[config.mk]
export PLATFORM = sky130hd
export DESIGN_NAME = avalon_packet_arbiter_flat
export DESIGN_NICKNAME = d
export VERILOG_FILES = /design/src/rtl/avalon_packet_arbiter_pkg.sv /design/src/rtl/avalon_packet_arbiter_if.sv /design/src/rtl/avalon_packet_arbiter_rr_priority_picker.sv /design/src/rtl/avalon_packet_arbiter.sv /design/src/flat_wrapper.sv
export SDC_FILE = /design/constraint.sdc
export NUM_CORES = 1
export LEC_CHECK = 0
export ABC_CLOCK_PERIOD_IN_PS = 1700
export CAP_MARGIN = 5
export CELL_PAD_IN_SITES_DETAIL_PLACEMENT = 2
export CELL_PAD_IN_SITES_GLOBAL_PLACEMENT = 2
export CORE_UTILIZATION = 19
export CTS_BUF_LIST = sky130_fd_sc_hd__clkbuf_8
export CTS_CLUSTER_SIZE = 25
export DETAILED_ROUTE_END_ITERATION = 16
export MAX_ROUTING_LAYER = met4
export PLACE_DENSITY_LB_ADDON = 0.1
export SLEW_MARGIN = 5
export SYNTH_ARGS = -nofsm -noshare
export SYNTH_HDL_FRONTEND = slang
export SYNTH_SLANG_ARGS = --single-unit
[constraint.sdc]
create_clock -name clk -period 1.7 [get_ports clk]
set_input_delay 0.17 -clock clk [delete_from_list [all_inputs] [get_ports clk]]
set_output_delay 0.17 -clock clk [all_outputs]
set_load 0.02 [all_outputs]
[src/rtl/avalon_packet_arbiter_pkg.sv]
// Shared types, default widths and the width helper for the packet arbiter.
// Imported by the interface, the round-robin picker and the arbiter top.
package avalon_packet_arbiter_pkg;

  typedef enum logic [0:0] {
    StArb,
    StPkt
  } arb_state_t;

  localparam int unsigned DefNumSources       = 4;
  localparam int unsigned DefDataWidthInBytes = 8;
  localparam int unsigned DefEmptyW           = 3;
  localparam int unsigned DefStallTimeout     = 255;

  // Bits needed to index n items; never less than one.
  function automatic int unsigned log2up_func(input int unsigned n);
    return (n <= 2) ? 1 : $clog2(n);
  endfunction

endpackage

[src/rtl/avalon_packet_arbiter_if.sv]
// Bundle of the N-to-1 Avalon-ST signals seen by the packet arbiter.
// The arbiter takes the slave view; the upstream sources and downstream sink take the master view.
interface avalon_packet_arbiter_if
  import avalon_packet_arbiter_pkg::*;
#(
  parameter int unsigned NUM_SOURCES         = DefNumSources,
  parameter int unsigned DATA_WIDTH_IN_BYTES = DefDataWidthInBytes,
  parameter int unsigned EMPTY_W             = DefEmptyW
);

  localparam int unsigned DataW = 8 * DATA_WIDTH_IN_BYTES;
  localparam int unsigned IdW   = log2up_func(NUM_SOURCES);

  logic [NUM_SOURCES-1:0]         src_enable;
  logic [NUM_SOURCES-1:0]         in_valid;
  logic [NUM_SOURCES-1:0]         in_rdy;
  logic [NUM_SOURCES-1:0]         in_sop;
  logic [NUM_SOURCES-1:0]         in_eop;
  logic [NUM_SOURCES*EMPTY_W-1:0] in_empty;
  logic [NUM_SOURCES*DataW-1:0]   in_data;

  logic               out_valid;
  logic               out_rdy;
  logic               out_sop;
  logic               out_eop;
  logic [EMPTY_W-1:0] out_empty;
  logic [DataW-1:0]   out_data;
  logic [IdW-1:0]     out_src_id;
  logic               stall_timeout_indi;

  modport slave (
    input  src_enable, in_valid, in_sop, in_eop, in_empty, in_data, out_rdy,
    output in_rdy, out_valid, out_sop, out_eop, out_empty, out_data, out_src_id,
           stall_timeout_indi
  );

  modport master (
    output src_enable, in_valid, in_sop, in_eop, in_empty, in_data, out_rdy,
    input  in_rdy, out_valid, out_sop, out_eop, out_empty, out_data, out_src_id,
           stall_timeout_indi
  );

endinterface

[src/rtl/avalon_packet_arbiter_rr_priority_picker.sv]
// Combinational round-robin picker: first requester strictly after last_i, wrapping to 0.
module avalon_packet_arbiter_rr_priority_picker
  import avalon_packet_arbiter_pkg::*;
#(
  parameter int unsigned N    = 4,
  localparam int unsigned IdxW = log2up_func(N)
) (
  input  logic [N-1:0]    req_i,
  input  logic [IdxW-1:0] last_i,
  output logic            valid_o,
  output logic [IdxW-1:0] idx_o
);

  // Walk offsets from farthest to nearest so the nearest requester is written last and wins.
  always_comb begin
    valid_o = 1'b0;
    idx_o   = '0;
    for (int off = int'(N); off >= 1; off--) begin
      if (req_i[(int'(last_i) + off) % int'(N)]) begin
        valid_o = 1'b1;
        idx_o   = IdxW'((int'(last_i) + off) % int'(N));
      end
    end
  end

endmodule

[src/rtl/avalon_packet_arbiter.sv]
// Packet-level round-robin arbiter: grant held sop..eop, registered output stage,
// per-source enable sampled at arbitration and a stall watchdog that drops hung grants.
module avalon_packet_arbiter
  import avalon_packet_arbiter_pkg::*;
#(
  parameter int unsigned NUM_SOURCES         = DefNumSources,
  parameter int unsigned DATA_WIDTH_IN_BYTES = DefDataWidthInBytes,
  parameter int unsigned EMPTY_W             = DefEmptyW,
  parameter int unsigned STALL_TIMEOUT       = DefStallTimeout
) (
  input logic                    clk,
  input logic                    rst,
  avalon_packet_arbiter_if.slave bus
);

  localparam int unsigned DataW = 8 * DATA_WIDTH_IN_BYTES;
  localparam int unsigned IdW   = log2up_func(NUM_SOURCES);
  localparam int unsigned CntW  = log2up_func(STALL_TIMEOUT + 1);
  localparam logic [CntW-1:0] StallLast = CntW'(STALL_TIMEOUT - 1);
  localparam logic [IdW-1:0]  LastInit  = IdW'(NUM_SOURCES - 1);

  arb_state_t         state_q;
  logic [IdW-1:0]     grant_q;
  logic [IdW-1:0]     last_q;
  logic [CntW-1:0]    stall_cnt_q;
  logic               stall_pulse_q;
  logic               out_valid_q;
  logic               out_sop_q;
  logic               out_eop_q;
  logic [EMPTY_W-1:0] out_empty_q;
  logic [DataW-1:0]   out_data_q;
  logic [IdW-1:0]     out_src_id_q;

  logic [NUM_SOURCES-1:0] req;
  logic                   pick_valid;
  logic [IdW-1:0]         pick_idx;
  logic                   sel_valid;
  logic                   sel_sop;
  logic                   sel_eop;
  logic [EMPTY_W-1:0]     sel_empty;
  logic [DataW-1:0]       sel_data;
  logic                   can_take;
  logic                   in_acc;

  // Only a packet head from an enabled source may win arbitration.
  assign req = bus.in_valid & bus.in_sop & bus.src_enable;

  avalon_packet_arbiter_rr_priority_picker #(
    .N (NUM_SOURCES)
  ) u_picker (
    .req_i   (req),
    .last_i  (last_q),
    .valid_o (pick_valid),
    .idx_o   (pick_idx)
  );

  always_comb begin
    sel_valid = bus.in_valid[grant_q];
    sel_sop   = bus.in_sop[grant_q];
    sel_eop   = bus.in_eop[grant_q];
    sel_empty = bus.in_empty[grant_q*EMPTY_W +: EMPTY_W];
    sel_data  = bus.in_data[grant_q*DataW +: DataW];
    can_take  = (state_q == StPkt) && (!out_valid_q || bus.out_rdy);
    in_acc    = sel_valid && can_take;
    bus.in_rdy = '0;
    if (can_take) begin
      bus.in_rdy[grant_q] = 1'b1;
    end
  end

  always_ff @(posedge clk or negedge rst) begin
    if (!rst) begin
      state_q       <= StArb;
      grant_q       <= '0;
      last_q        <= LastInit;
      stall_cnt_q   <= '0;
      stall_pulse_q <= 1'b0;
      out_valid_q   <= 1'b0;
      out_sop_q     <= 1'b0;
      out_eop_q     <= 1'b0;
      out_empty_q   <= '0;
      out_data_q    <= '0;
      out_src_id_q  <= '0;
    end else begin
      stall_pulse_q <= 1'b0;

      if (in_acc) begin
        out_valid_q  <= 1'b1;
        out_sop_q    <= sel_sop;
        out_eop_q    <= sel_eop;
        out_empty_q  <= sel_eop ? sel_empty : '0;
        out_data_q   <= sel_data;
        out_src_id_q <= grant_q;
      end else if (bus.out_rdy) begin
        out_valid_q <= 1'b0;
      end

      unique case (state_q)
        StArb: begin
          if (pick_valid) begin
            grant_q     <= pick_idx;
            last_q      <= pick_idx;
            stall_cnt_q <= '0;
            state_q     <= StPkt;
          end
        end
        StPkt: begin
          if (in_acc) begin
            stall_cnt_q <= '0;
            if (sel_eop) begin
              state_q <= StArb;
            end
          end else if (!sel_valid && (STALL_TIMEOUT != 0)) begin
            // Source went quiet mid-packet; no eop is synthesised, downstream flags the cut.
            if (stall_cnt_q == StallLast) begin
              stall_cnt_q   <= '0;
              stall_pulse_q <= 1'b1;
              state_q       <= StArb;
            end else begin
              stall_cnt_q <= stall_cnt_q + 1'b1;
            end
          end
        end
        default: state_q <= StArb;
      endcase
    end
  end

  assign bus.out_valid          = out_valid_q;
  assign bus.out_sop            = out_sop_q;
  assign bus.out_eop            = out_eop_q;
  assign bus.out_empty          = out_empty_q;
  assign bus.out_data           = out_data_q;
  assign bus.out_src_id         = out_src_id_q;
  assign bus.stall_timeout_indi = stall_pulse_q;

endmodule

[src/flat_wrapper.sv]
// flat-port wrapper written by rule: the top's interface ports become plain ports
module avalon_packet_arbiter_flat import avalon_packet_arbiter_pkg::*;
#(
  parameter int unsigned NUM_SOURCES         = DefNumSources,
  parameter int unsigned DATA_WIDTH_IN_BYTES = DefDataWidthInBytes,
  parameter int unsigned EMPTY_W             = DefEmptyW,
  parameter int unsigned STALL_TIMEOUT       = DefStallTimeout
)
  (clk, rst, bus_src_enable, bus_in_valid, bus_in_sop, bus_in_eop, bus_in_empty, bus_in_data, bus_out_rdy, bus_in_rdy, bus_out_valid, bus_out_sop, bus_out_eop, bus_out_empty, bus_out_data, bus_out_src_id, bus_stall_timeout_indi);
  avalon_packet_arbiter_if #(.NUM_SOURCES(NUM_SOURCES), .DATA_WIDTH_IN_BYTES(DATA_WIDTH_IN_BYTES), .EMPTY_W(EMPTY_W)) bus_i ();
  input logic clk;
  input logic rst;
  input wire logic [$bits(bus_i.src_enable)-1:0] bus_src_enable;
  input wire logic [$bits(bus_i.in_valid)-1:0] bus_in_valid;
  input wire logic [$bits(bus_i.in_sop)-1:0] bus_in_sop;
  input wire logic [$bits(bus_i.in_eop)-1:0] bus_in_eop;
  input wire logic [$bits(bus_i.in_empty)-1:0] bus_in_empty;
  input wire logic [$bits(bus_i.in_data)-1:0] bus_in_data;
  input wire logic [$bits(bus_i.out_rdy)-1:0] bus_out_rdy;
  output wire logic [$bits(bus_i.in_rdy)-1:0] bus_in_rdy;
  output wire logic [$bits(bus_i.out_valid)-1:0] bus_out_valid;
  output wire logic [$bits(bus_i.out_sop)-1:0] bus_out_sop;
  output wire logic [$bits(bus_i.out_eop)-1:0] bus_out_eop;
  output wire logic [$bits(bus_i.out_empty)-1:0] bus_out_empty;
  output wire logic [$bits(bus_i.out_data)-1:0] bus_out_data;
  output wire logic [$bits(bus_i.out_src_id)-1:0] bus_out_src_id;
  output wire logic [$bits(bus_i.stall_timeout_indi)-1:0] bus_stall_timeout_indi;
  assign bus_i.src_enable = bus_src_enable;
  assign bus_i.in_valid = bus_in_valid;
  assign bus_i.in_sop = bus_in_sop;
  assign bus_i.in_eop = bus_in_eop;
  assign bus_i.in_empty = bus_in_empty;
  assign bus_i.in_data = bus_in_data;
  assign bus_i.out_rdy = bus_out_rdy;
  assign bus_in_rdy = bus_i.in_rdy;
  assign bus_out_valid = bus_i.out_valid;
  assign bus_out_sop = bus_i.out_sop;
  assign bus_out_eop = bus_i.out_eop;
  assign bus_out_empty = bus_i.out_empty;
  assign bus_out_data = bus_i.out_data;
  assign bus_out_src_id = bus_i.out_src_id;
  assign bus_stall_timeout_indi = bus_i.stall_timeout_indi;
  avalon_packet_arbiter #(.NUM_SOURCES(NUM_SOURCES), .DATA_WIDTH_IN_BYTES(DATA_WIDTH_IN_BYTES), .EMPTY_W(EMPTY_W), .STALL_TIMEOUT(STALL_TIMEOUT)) u_core (.clk(clk), .rst(rst), .bus(bus_i));
endmodule
Figure 1. Routed clock nets over the placement (run 1).
Scale: 2 px per um.
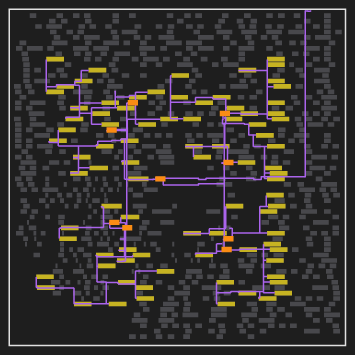
[cells driving clock nets] orange | count: 9
[clock wires] purple | length: 1,360 um
[flip-flops] yellow | count: 86
routed clock nets: 10

Figure 2. Clock routing (run 1).
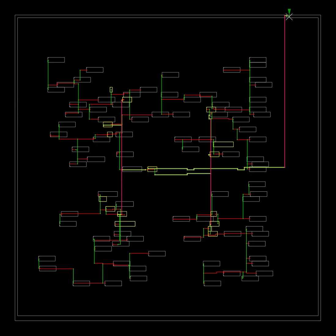
TritonCTS Sinks: 86
clkbuf count: 9
Clock Latency Late Sink: 0.37 ns

Figure 3. Cell area per tile (run 1).
Scale: 2 px per um. 17 x 17 tiles, from white (low) to dark blue (high), 0 to 100% covered.
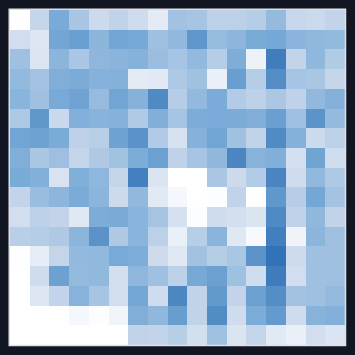
emptiest ninth of the die: south-west
nearly empty tiles: 6.9%
fullest tile: 73%
mean over tiles: 35%

==> GITHUB_STEP_SUMMARY, run 1 <==
### Flow metrics

| Metric | Value |
|---|---|
| Status | `finished with violations` |
| Failing checks | `DRC, setup timing` |
| Initial antenna violation count | `2` |
| Yosys Instances | `roughly 350` |
| Dpl cells | `about 1,100` |
| Worst Setup EP | `u_core.stall_cnt_q[7]` |
| Nets | `just over 1,000` |
| Seq/Total Area, Yosys | `0.415` |
| FFs w/ async S/R, synth | `1.00` |
| Final setup margin | `-0.250 ns` |
| Input/output buffers | `approximately 360` |
| CP Capture Type | `flip-flop` |
| CP required | `about 2.0 ns` |
| Final worst path period need | `a little under 2 ns` |
| Final setup viols | `82` |
| DR DRC count | `2` |
| Critical Path Start | `u_core.grant_q[0]` |
| Cell variety after synth | `38` |
| Die W | `about 170 um` |
| Layout area overhead | `94.9%` |
| Chip area in the Yosys report | `a little over 5000 um^2` |
| Worst-Margin Slew | `approximately 0.50 ns` |
| Max-cap check violation count | `0` |
run 1: area by class of cell:
type                       instances  area, um^2
inverter                           4        15.0
multi-input combinational        228        3030
antenna                            2        5.00
tap                              341         427
timing repair buffer             415        4270
fill                            2743       16700
sequential                        86        2160
clock inverter                     7        96.3
clock buffer                       9         124
run 1: worst max-delay path, stage by stage, from the launching register on:
cell      delay (ns)
dfrtp_4         0.46
mux4_2          0.60
buf_6           0.16
a221oi_2        0.23
buf_4           0.18
and3_1          0.16
a211o_1         0.11
run 1: timing repair:
action / CTS / global route
gates cloned: 2 / 2
buffers inserted: 6 / 8
gates resized: 38 / 35
pin swaps: 2 / 5
hold buffers: 1 / 0
setup endpoints to repair: 84 / 84
endpoints found under the hold margin: 26 / 0
run 1: layout by cell type, fill, tap and decap left out, drive strengths merged, types with 3 or more instances in the layout:
master         instances
nand2                 16
dfrtp                 84
o22ai                  3
mux2                  67
nor3                   6
clkbuf                11
clkdlybuf4s50        358
nor2                   7
buf                   54
and3                  11
a211o                  6
o21ai                  7
mux4                  70
nand3                  9
inv                    7
run 1: power by group:
group          internal, mW  switching, mW  leakage [nW]  total (mW)
Sequential             3.08          0.585          1.03        3.67
Combinational          6.23           4.86          2.87        11.1
Clock                 0.836          0.796         0.113        1.63
Total                  10.2           6.24          4.02        16.4
run 1: sequential cells by signal, indices dropped and copies added (netlist names), 2 cells and up:
register and count:
u_core.bus.out_data 64, u_core.bus.out_empty 3, u_core.bus.out_src_id 2, u_core.grant_q 2, u_core.last_q 2, u_core.stall_cnt_q 8
run 1: layer usage:
metal,wire length [um],vias to the layer above,track usage
met2,13500,199,0.328
met3,1360,16,0.0376
li1,-,2194,-
met5,0,-,-
met4,353,0,0.0475
met1,9370,2487,0.190
Figure 4. Metal 3 (run 1).
Scale: 3 px per um. Cells faint in the background.
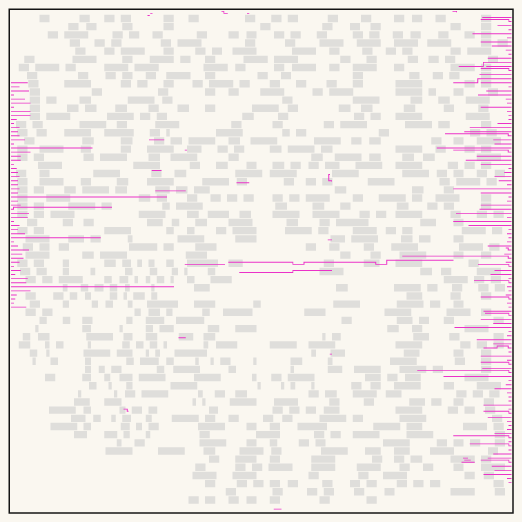

==> run 2: changes to the inputs <==
--- a/config.mk
+++ b/config.mk
@@ -9,6 +9,7 @@
 export CAP_MARGIN = 5
 export CELL_PAD_IN_SITES_DETAIL_PLACEMENT = 2
 export CELL_PAD_IN_SITES_GLOBAL_PLACEMENT = 2
+export CORE_ASPECT_RATIO = 0.7
 export CORE_UTILIZATION = 19
 export CTS_BUF_LIST = sky130_fd_sc_hd__clkbuf_8
 export CTS_CLUSTER_SIZE = 25
Figure 5. Metal 3 (run 2).
Scale: 2 px per um. Cells faint in the background.
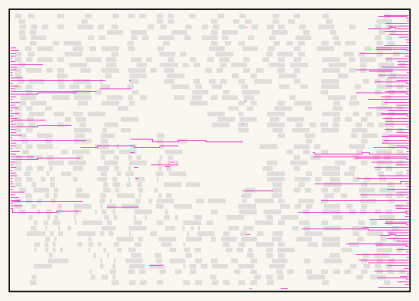
nets with wire on the layer: 170
wire length on this layer: 2,000 um
share of all routed wire: 8.0%

Figure 6. Clock routing (run 2).
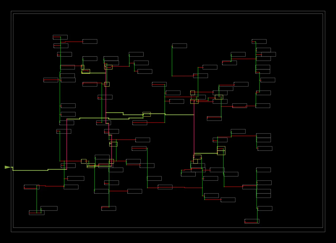
Flops: 86
clock skew: 0.00871 ns
clock group power: 1.41 mW
TritonCTS buffer count: 9

==> run 2 against run 1 <==
  * The flow finishes with violations (setup timing)
  * Die size about the same
  * First-iteration DRC count up 11%
  * Non-clock buffer count fell by 1
  * Largest cell class unchanged
==> GITHUB_STEP_SUMMARY, run 2 <==
### Flow metrics

| Metric | Value |
|---|---|
| Status | `finished with violations` |
| Failing checks | `setup timing` |
| Critical Path Start | `u_core.grant_q[0]` |
| DR DRC count | `0` |
| Nets | `1,032` |
| Cell variety after synth | `38` |
| Met2 wire length | `~13 mm` |
| Clock Latency Late Sink | `0.37 ns` |
| WP buf/inv | `2` |
| CP Capture Type | `flip-flop` |
| Top cells excl fill/tap | `clkdlybuf4s50_1, dfrtp_1, mux4_2, mux2_4, buf_4` |
| Total GRT Usage | `0.172` |
| Comb gate area | `3130 um^2` |
| Top-area cell share | `0.404` |
| Final setup margin | `-0.238 ns` |
| Setup TNS | `-15.33 ns` |
| Yosys Instances | `347` |
| Commonest non-fill, non-tap cell in the layout | `clkdlybuf4s50_1` |
| Wire length on met3 | `2.00 mm` |
| Top Family by Delay on Critical Path | `multiplexers` |
| Syn Nets | `636` |
| Initial antenna violation count | `5` |
| Synth warn | `0` |
| Layout area overhead | `96.3%` |
| Worst Setup EP | `u_core.bus.out_data[31]` |
| Final worst path period need | `1.94 ns` |
| Die W | `about 200 um` |
| Largest stage delay, worst path | `slightly above 0.6 ns` |
| First-pass GRT wire length | `roughly 35 mm` |
| TritonCTS Sinks | `roughly 86` |
| FFs w/ async S/R, synth | `1.00` |
| Seq/Total Area, Yosys | `0.415` |
| Critical path depth | `5` |
| CP required | `a little under 2 ns` |
| Largest net degree at the start of global routing | `approximately 43` |
| Worst-Margin Slew | `a little under 0.5 ns` |
| Met1 Wirelength | `around 10 mm` |
| Die Height | `140 um` |
| Register area | `between 2000 and 2500 um^2` |
| Pwr Total | `~17 mW` |
| Dpl cells | `around 1,100` |
| Max reg flops | `around 64` |
| Mean post-synth cell area | `~15 um^2` |
| Uppermost layer routed | `met4` |
| CP cell instances | `mux4_2 > nand3_4 > buf_12 > clkbuf_16 > mux2_1` |
| Final setup viols | `81` |
| Vias in the first global route | `around 5,500` |
| Max-cap check violation count | `0` |
| Slowest CP cell | `mux4_2` |
| Number of fill cells | `around 2,800` |
Figure 7. Routed clock nets over the placement (run 2).
Scale: 2 px per um.
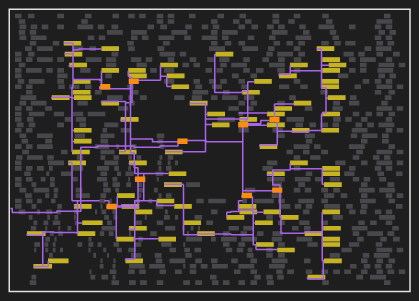
[flip-flops] yellow | count: 86
[cells driving clock nets] orange | count: 9
[clock wires] purple | length: 1,420 um
flops lie: spread over the die
clock power share: 0.084

==> run 2: cell counts after synthesis <==
Identical to the previous run, type by type.
==> run 2: kinds of logic (layout without fill, tap and decap cells) <==
| group | count (synthesis) | in the layout | share of synthesized area |
|---|---|---|---|
| mux | 137 | 137 | 0.448 |
| flops | 86 | 86 | 0.415 |
| simple gates | 58 | 58 | 0.0563 |
| buf+inv | 33 | 434 | 0.0318 |
| compound gates | 31 | 31 | 0.0441 |
| fa+ha+maj | 2 | 2 | 0.00481 |
| other cells | 0 | 6 | 0 |
==> run 2: area by class of cell <==
class                   instances  share of cell area
multi-input cells             228               0.307
clock inverters                 6             0.00441
inverters                       4             0.00147
well taps                     364              0.0446
repair buffers                414               0.415
clock buffers                  10              0.0135
diodes                          6             0.00147
flip-flops and latches         86               0.212
==> run 2: repair_timing <==
| action | 4_1_cts | 5_1_grt |
|---|---|---|
| hold buffers | 1 | 0 |
| buffers inserted | 1 | 6 |
| gates resized | 25 | 73 |
| gates cloned | 0 | 7 |
| endpoints found under the hold margin | 23 | 0 |
| setup endpoints to repair | 83 | 83 |
| pin swaps | 4 | 6 |
==> run 2: power by group <==
part	total (mW)	internal (mW)	switching, mW
Sequential	3.68	3.08	0.594
Clock	1.41	0.579	0.830
Combinational	11.6	6.65	4.96
Total	16.7	10.3	6.38
==> run 2: routing by layer <==
metal / vias up / track usage
met1: 2457 / 0.201
met2: 185 / 0.292
li1: 2198 / -
met5: - / -
met3: 19 / 0.0551
met4: 0 / 0.0281
Figure 8. Cell area per tile (run 2).
Scale: 2 px per um. 20 x 14 tiles, from white (low) to dark blue (high), 0 to 100% covered.
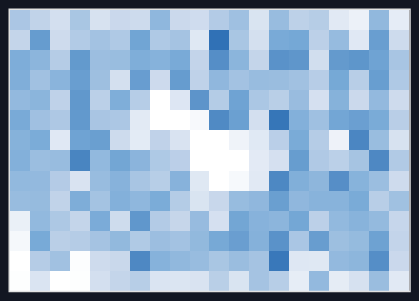

==> run 3: changes to the inputs <==
--- a/config.mk
+++ b/config.mk
@@ -16,6 +16,8 @@
 export DETAILED_ROUTE_END_ITERATION = 16
 export MAX_ROUTING_LAYER = met4
 export PLACE_DENSITY_LB_ADDON = 0.1
+export RECOVER_POWER = 25
+export SKIP_CTS_REPAIR_TIMING = 1
 export SLEW_MARGIN = 5
 export SYNTH_ARGS = -nofsm -noshare
 export SYNTH_HDL_FRONTEND = slang
Figure 9. Cell area per tile (run 3).
Scale: 2 px per um. 20 x 14 tiles, from white (low) to dark blue (high), 0 to 100% covered.
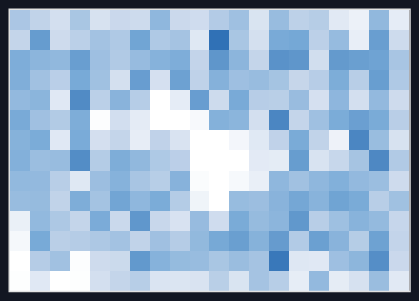
fullest tile: 74%
nearly empty tiles: 5.7%
mean over tiles: 33%
emptiest ninth of the die: center
Initial Utilization: 0.194
Core Footprint: 26,800 um^2
Final Util: 0.364

Figure 10. Metal 3 (run 3).
Scale: 2 px per um. Cells faint in the background.
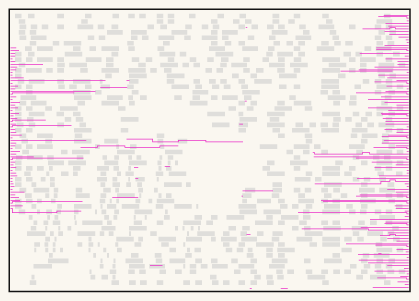
main direction: horizontal
nets with wire on the layer: 169
share of all routed wire: 8.8%
wire length on this layer: 2,080 um
longest straight run: 54.3 um

Figure 11. Routed clock nets over the placement (run 3).
Scale: 2 px per um.
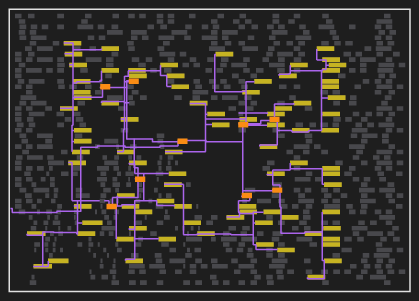
[flip-flops] yellow | count: 86
[cells driving clock nets] orange | count: 9
[clock wires] purple | length: 1,430 um
routed clock nets: 10

==> run 3 against run 2 <==
  * The run still ends with setup timing left
  * Synthesized area unchanged
  * Critical path depth down 1
  * Global-route usage down 0.053 points
  * Power down 11%
  * Largest cell class unchanged
==> GITHUB_STEP_SUMMARY, run 3 <==
### Flow metrics

| Metric | Value |
|---|---|
| Final setup margin | `-0.224 ns` |
| XOR Share, Synth | `0` |
| Fa+ha+maj area frac | `0.00481` |
| Met2 wire length | `12.0 mm` |
| Wire length on met3 | `approximately 2.1 mm` |
| Final setup viols | `roughly 80` |
| Max-cap check violation count | `0` |
| Top Family by Delay on Critical Path | `multiplexers` |
| Nets | `around 1,000` |
| Layout area overhead | `87.3%` |
| Pwr Total | `about 15 mW` |
| Met1 Wirelength | `approximately 9.5 mm` |
| Clock skew | `0.00772 ns` |
| Clock Latency Late Sink | `0.37 ns` |
| Commonest non-fill, non-tap cell in the layout | `clkdlybuf4s50_1` |
| Input/output buffers | `between 300 and 400` |
| DR DRC count | `0` |
| Met1 GRT Util | `0.200` |
| CP required | `between 1.5 and 2 ns` |
| Status | `finished with violations` |
| Failing checks | `setup timing` |
| Synth warn | `0` |
| Mean post-synth cell area | `15.0 um^2` |
| Vias in the first global route | `around 5,500` |
| First-pass GRT wire length | `between 30 and 40 mm` |
| Max reg flops | `64` |
| FFs w/ async S/R, synth | `1.00` |
| Seq/Total Area, Yosys | `0.415` |
| Post-Synth AOI/OAI Area | `0.0441` |
-- run 3: cell counts after synthesis --
Identical to the previous run, type by type.
-- run 3: report_power, final --
group          total [mW]  leakage [nW]  switching (mW)  internal [mW]
sequential           3.62          1.03           0.545           3.08
clock                1.40        0.0853           0.822          0.579
combinational        9.85          2.66            4.49           5.37
-- run 3: per-stage QoR --
step	cell area [um^2]	instances	TNS [ns]
after floorplan	5230	347	-3.22
after global placement	9500	1081	-24.32
after detailed placement	9500	1081	-28.21
after CTS	9680	1097	-18.23
after global routing	9730	1106	-21.66
final	9740	1107	-15.04
-- run 3: layout make-up --
class | count | area, um^2 | area share
timing repair buffer | 403 | 3990 | 0.410
clock buffer | 10 | 138 | 0.0141
antenna | 6 | 15.0 | 0.00154
sequential | 86 | 2160 | 0.222
tap | 364 | 455 | 0.0468
clock inverter | 6 | 45.0 | 0.00463
inverter | 4 | 15.0 | 0.00154
multi-input combinational | 228 | 2920 | 0.300
-- run 3: cells by family after synthesis --
logic type / Yosys count
multiplexers: 137
AND-OR/OR-AND: 31
adder cells (fa/ha/maj): 2
flip-flops: 86
AND/OR/NAND/NOR: 58
buffers and inverters: 33
-- run 3: path summary, 6_finish.rpt --
kind | from | end | slack (ns) | depth (start not counted)
worst max-delay path | u_core.grant_q[0] | u_core.bus.out_data[30] | -0.22 | 4
worst min-delay path | rst | u_core.grant_q[1] | 0.37 | 2
worst max register to register | u_core.grant_q[0] | u_core.bus.out_data[30] | -0.22 | 4
worst min register to register | u_core.bus.out_eop | u_core.bus.out_eop | 0.49 | 2
max in group asynchronous | rst | u_core.bus.out_data[31] | 0.19 | 3
min in group clk | u_core.bus.out_eop | u_core.bus.out_eop | 0.49 | 2
Power figures rest on the tool's default switching activity, not on a simulated workload.
